**src/rtl/sipo_deserializer.sv**
```systemverilog
// rtl/sipo_deserializer.sv - serial-in/parallel-out word assembler with one-word holding register
//
// Assembles WIDTH-bit words LSB-first from a d_valid-qualified serial bit and
// presents them on a valid/ready interface. A completed word that arrives while
// the holding register is still occupied is dropped and flagged on overrun.
//
// Optional feature macro: SIPO_PARITY_EN
//   defined   : one extra d_valid bit after the data bits carries even parity;
//               the word completes on that bit and parity_err reports the check.
//   undefined : the word completes on its WIDTH-th bit; parity_err is tied to 0.
//
// Ports:
//   clk         in   1      rising-edge clock
//   rst         in   1      synchronous reset, active-high
//   d           in   1      serial data bit
//   d_valid     in   1      d is sampled on every edge where d_valid=1
//   p_data      out  WIDTH  assembled word, first received bit in p_data[0]
//   p_valid     out  1      p_data holds an unconsumed word
//   p_ready     in   1      consumer takes the word when p_valid & p_ready
//   overrun     out  1      one-cycle pulse: a completed word was dropped
//   parity_err  out  1      parity result for the word in p_data

module sipo_deserializer #(
  parameter int WIDTH = 8
) (
  input  logic             clk,
  input  logic             rst,
  input  logic             d,
  input  logic             d_valid,
  output logic [WIDTH-1:0] p_data,
  output logic             p_valid,
  input  logic             p_ready,
  output logic             overrun,
  output logic             parity_err
);

  localparam int CW = $clog2(WIDTH + 1);

  logic [WIDTH-1:0] sr_q, sr_d;
  logic [CW-1:0]    cnt_q, cnt_d;
  logic [WIDTH-1:0] data_q, data_d;
  logic             valid_q, valid_d;
  logic             ovr_q, ovr_d;
  logic             complete;
  logic [WIDTH-1:0] word;

`ifdef SIPO_PARITY_EN
  typedef enum logic {COLLECT, PARITY} state_t;
  state_t state_q, state_d;
  logic   perr_q, perr_d;
  logic   word_perr;
`endif

  always_comb begin
    sr_d     = sr_q;
    cnt_d    = cnt_q;
    complete = 1'b0;
    word     = sr_q;
`ifdef SIPO_PARITY_EN
    state_d   = state_q;
    word_perr = 1'b0;
    if (d_valid) begin
      if (state_q == PARITY) begin
        // Data bits are already fully shifted in; this bit is only the parity.
        complete  = 1'b1;
        word      = sr_q;
        word_perr = (^sr_q) ^ d;
        state_d   = COLLECT;
      end else begin
        sr_d = {d, sr_q[WIDTH-1:1]};
        if (cnt_q == CW'(WIDTH - 1)) begin
          cnt_d   = '0;
          state_d = PARITY;
        end else begin
          cnt_d = cnt_q + CW'(1);
        end
      end
    end
`else
    if (d_valid) begin
      sr_d = {d, sr_q[WIDTH-1:1]};
      if (cnt_q == CW'(WIDTH - 1)) begin
        cnt_d    = '0;
        complete = 1'b1;
        word     = {d, sr_q[WIDTH-1:1]};
      end else begin
        cnt_d = cnt_q + CW'(1);
      end
    end
`endif

    data_d  = data_q;
    valid_d = valid_q;
    ovr_d   = 1'b0;
`ifdef SIPO_PARITY_EN
    perr_d  = perr_q;
`endif
    if (complete) begin
      // Holding register is free if empty or being drained this same cycle.
      if (!valid_q || p_ready) begin
        data_d  = word;
        valid_d = 1'b1;
`ifdef SIPO_PARITY_EN
        perr_d  = word_perr;
`endif
      end else begin
        ovr_d = 1'b1;
      end
    end else if (valid_q && p_ready) begin
      valid_d = 1'b0;
    end
  end

  always_ff @(posedge clk) begin
    if (rst) begin
      sr_q    <= '0;
      cnt_q   <= '0;
      data_q  <= '0;
      valid_q <= 1'b0;
      ovr_q   <= 1'b0;
`ifdef SIPO_PARITY_EN
      state_q <= COLLECT;
      perr_q  <= 1'b0;
`endif
    end else begin
      sr_q    <= sr_d;
      cnt_q   <= cnt_d;
      data_q  <= data_d;
      valid_q <= valid_d;
      ovr_q   <= ovr_d;
`ifdef SIPO_PARITY_EN
      state_q <= state_d;
      perr_q  <= perr_d;
`endif
    end
  end

  assign p_data  = data_q;
  assign p_valid = valid_q;
  assign overrun = ovr_q;
`ifdef SIPO_PARITY_EN
  assign parity_err = perr_q;
`else
  assign parity_err = 1'b0;
`endif

endmodule

```
**config.mk**
```make
export PLATFORM = sky130hd
export DESIGN_NAME = sipo_deserializer
export DESIGN_NICKNAME = d
export VERILOG_FILES = /design/src/rtl/sipo_deserializer.sv
export SDC_FILE = /design/constraint.sdc
export NUM_CORES = 1
export LEC_CHECK = 0
export ABC_CLOCK_PERIOD_IN_PS = 1400
export CAP_MARGIN = 30
export CORE_MARGIN = 8
export CORE_UTILIZATION = 49
export CTS_CLUSTER_DIAMETER = 40
export DETAILED_ROUTE_END_ITERATION = 8
export GPL_TIMING_DRIVEN = 0
export PLACE_DENSITY = 0.8
export SLEW_MARGIN = 20
export SYNTH_ARGS = -nofsm -noshare
export SYNTH_HDL_FRONTEND = slang
export SYNTH_SLANG_ARGS = --single-unit
```
**constraint.sdc**
```tcl
create_clock -name clk -period 1.4 [get_ports clk]
set_input_delay 0.28 -clock clk [delete_from_list [all_inputs] [get_ports clk]]
set_output_delay 0.28 -clock clk [all_outputs]
set_load 0.05 [all_outputs]
```
==> run summary <==
Implementation numbers.

- Among cell families on the critical path, the largest total delay comes from buffers and inverters.
- The power of the clock network is 285 uW.
- Before antenna repair, the detailed router went through 4 iterations.
- The wire length of the first global-routing pass is 2560 um.
- The count of cells along the worst register-to-register path is 5.
- The power report attributes to the clock group a share of 0.293.
- Per the TritonCTS log, the buffer count is 3.
- The final-report setup violation count is 0.
- The final layout contains a sequential cell count of 21.
- The number of max-slew violations in the final report is 0.
- The origin of the worst setup path is p_data[1].
- The internal power contribution is 752 uW.
- In this run, the synthesized area fraction spent on adder and majority cells is recorded as 0.0144.
- The net switching power is 220 uW.
- The synthesis stat section lists a flop and latch total of 21.
- Gates resized during post-CTS repair numbered 30.
- The number of non-filler instances in the completed layout is 128.
- The portion of synthesized area spent on multiplexers is 0.184.
- The insertion delay to the later sink of the worst-skew pair is 0.30 ns.
- The cell with the largest stage delay on the worst path is sky130_fd_sc_hd__clkdlybuf4s15_2.
- The number of fillers in the final layout is 133.
- The average instance in the mapped netlist occupies 10.4 um2.
- Per the CTS log, the maximum H-tree level is 1.
- The multi-input logic area is 414 um2.
- The share of total power dissipated in combinational logic is 0.076.
- The switching part of the total is 0.227.
- The dominant logic cell type in the layout is sky130_fd_sc_hd__dfxtp_1.
- The tally of OpenROAD warnings is 26.
- Per the post-synthesis report, the nets total 90.
- Listed in order, past its start point the critical path passes clkdlybuf4s15_2.
- The startpoint kind of the worst setup timing path is a flip-flop.
- The max-capacitance violation count is 0.
- Max fanout on the critical path was recorded as 2.
- The share of total power dissipated in sequential elements is 0.631.
- TritonCTS built the clock tree.
- The count of buffers added on input and output ports is 14.
- The post-CTS hold buffer count recorded in the log is 0.
- The flow ran to the end, and the final reports show no timing, DRC or antenna violations.
- The area of the die is 3380 um2.
- The area fraction in compound gates after synthesis is 0.0115.
- The maximum number of pins on one net before global-route repair is 13.
- The flow inserted 25 tap cells.
- In the final layout, excluding clock buffers the buffer count is 21.
- The clock-cell share of area is 0.0251.
- After layout, the design draws a total of 972 uW.
- Setup slack on the worst reg-to-reg path comes out at 0.09 ns.
- The total global-route track usage is 0.0994.
- The worst setup path is of the reg -> out kind.
- In the post-route report, total wirelength is listed as 1580 um.
- The placement stage leaves a total instance area of 1040 um2.
- The arrival time of data at the critical path endpoint is 1.05 ns.
- The portion of the clock cycle consumed by the worst path in the final layout is 0.947.
- The worst hold slack is 0.485 ns.
- In this run, the number of DRC markers left after iteration 0 of detailed routing was 13.
- The instance count after placement with tap cells included is 123.
- The yosys warning tally is 0.
- The clock transition at the register clock pins on the worst setup and hold paths after CTS is 0.11 ns.
- Per the final layout report, the fraction of cells sized above drive strength 1 comes to 0.233.
- Among the non-sequential cells, simple AND/OR/NAND/NOR gates take the most area.
- The script reports the combined buffer and inverter count of the critical path as 1.
- The CTS log lists the clock sinks for this run as 21.
- The time the worst path needs with I/O delays and setup is 1.33 ns.
- The floorplan has 15 rows.
- The biggest cell category by area in the final layout is sequential cells.
- Multi-input logic gates represent a cell area share of 0.378.
- The maximum frequency from static timing analysis is 0.754 GHz.
- The sum of negative setup slack is 0 ns.
- The area share of and/or/nand/nor cells after synthesis is 0.239.
- Before CTS, the worst setup slack after placement is -0.214 ns.
- The finished design was reported to have a net count of 110.
- The fraction of cell area in non-clock buffers is 0.182.
- The total of clock buffers placed in the layout is 3.
- Summing over every cut layer, the via total after detailed routing is 610.
- The tightest min-delay check is of the reg -> reg type.
- The number of antenna violations at the first check in global routing is 0.
- The final setup slack of the worst path is 0.0746 ns.
[cells in the mapped netlist (all sizes together)]
| cell | count | share of area |
|---|---|---|
| a21oi | 2 | 0.011 |
| buf | 4 | 0.036 |
| clkbuf | 2 | 0.0086 |
| conb | 1 | 0.0043 |
| dfxtp | 21 | 0.48 |
| ha | 1 | 0.014 |
| mux2i | 16 | 0.18 |
| nand2 | 1 | 0.0043 |
| nand2b | 18 | 0.13 |
| nand3b | 2 | 0.017 |
| nand4 | 1 | 0.0072 |
| nand4b | 1 | 0.017 |
| nor2 | 9 | 0.039 |
| nor2b | 1 | 0.010 |
| nor3 | 1 | 0.0057 |
| nor3b | 1 | 0.0086 |
| xor2 | 2 | 0.020 |
[metal layers]
layer	vias to the layer above	wire [um]	track usage
li1	314	-	-
met1	281	672	0.100
met2	11	789	0.170
met3	4	82	0.0353
met4	0	39	0.0629
met5	-	0	0
[kinds of logic (layout without fill, tap and decap cells)]
| logic type | count (synthesis) | count (layout) |
|---|---|---|
| buffers and inverters | 6 | 25 |
| other | 1 | 1 |
| multiplexers | 16 | 16 |
| flip-flops | 21 | 21 |
| AND-OR/OR-AND | 2 | 2 |
| XOR/XNOR | 2 | 2 |
| AND/OR/NAND/NOR | 35 | 35 |
| adder cells (fa/ha/maj) | 1 | 1 |
[registers in the layout, summed over array words and instances, names as in the netlist]
name / cells
p_data: 8
sr_q: 7
cnt_q: 4
overrun: 1
p_valid: 1
[worst min-delay path by stage]
stage,depth (start not counted),to,from
2_1_floorplan,2,sr_q[7],d
3_3_place_gp,2,p_data[7],p_data[7]
3_5_place_dp,2,p_data[1],p_data[1]
4_1_cts,2,p_data[1],p_data[1]
5_1_grt,2,p_data[0],p_data[0]
6_report,2,p_data[0],sr_q[1]
power_grid.png
Scale: 6 px per um. Pins as bars on the die edge. Tap cells in gray.
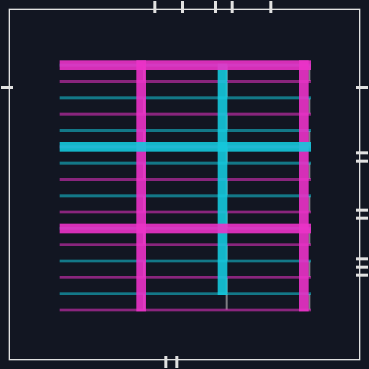
cyan -> VDD
magenta -> VSS
met5 straps = 3
signal pins = 16
met1 rails = 16
tap cells = 25
Die Width: 58.2 um
total core area: 1710 um2
Worst VDD drop: 0.547 mV
Die Y-Extent: 58.2 um

flops_by_reg.png
Scale: 8 px per um. Other sequential cells in the stronger gray, the rest of the logic in the fainter gray.
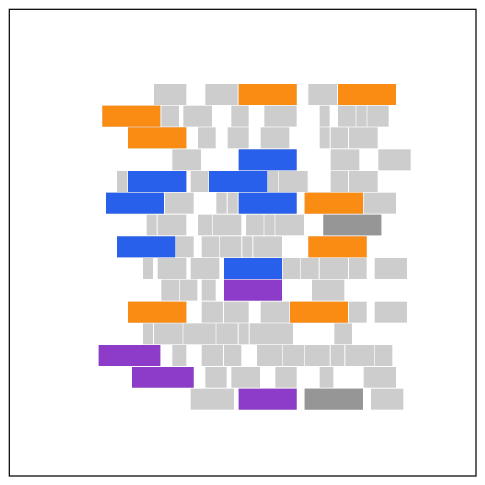
blue -> `sr_q`  # sequential cells 7, where center
purple -> `cnt_q`  # sequential cells 4, where south
orange -> `p_data`  # sequential cells 8
flip-flop and latch area: 423 um2
fraction of standard cell area that is sequential: 0.386
final core utilization: 0.641
reported sequential group power: 613 uW

cell_density.png
Scale: 6 px per um. 12 x 12 tiles, from white (low) to dark blue (high), 0 to 100% covered.
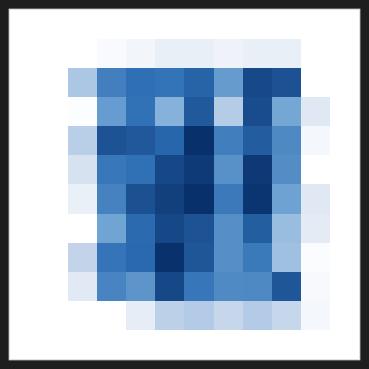
nearly empty tiles = 44%
densest ninth of the die = center
mean over tiles = 31%
Core Util at FP: 0.510

Power figures rest on the tool's default switching activity, not on a simulated workload.
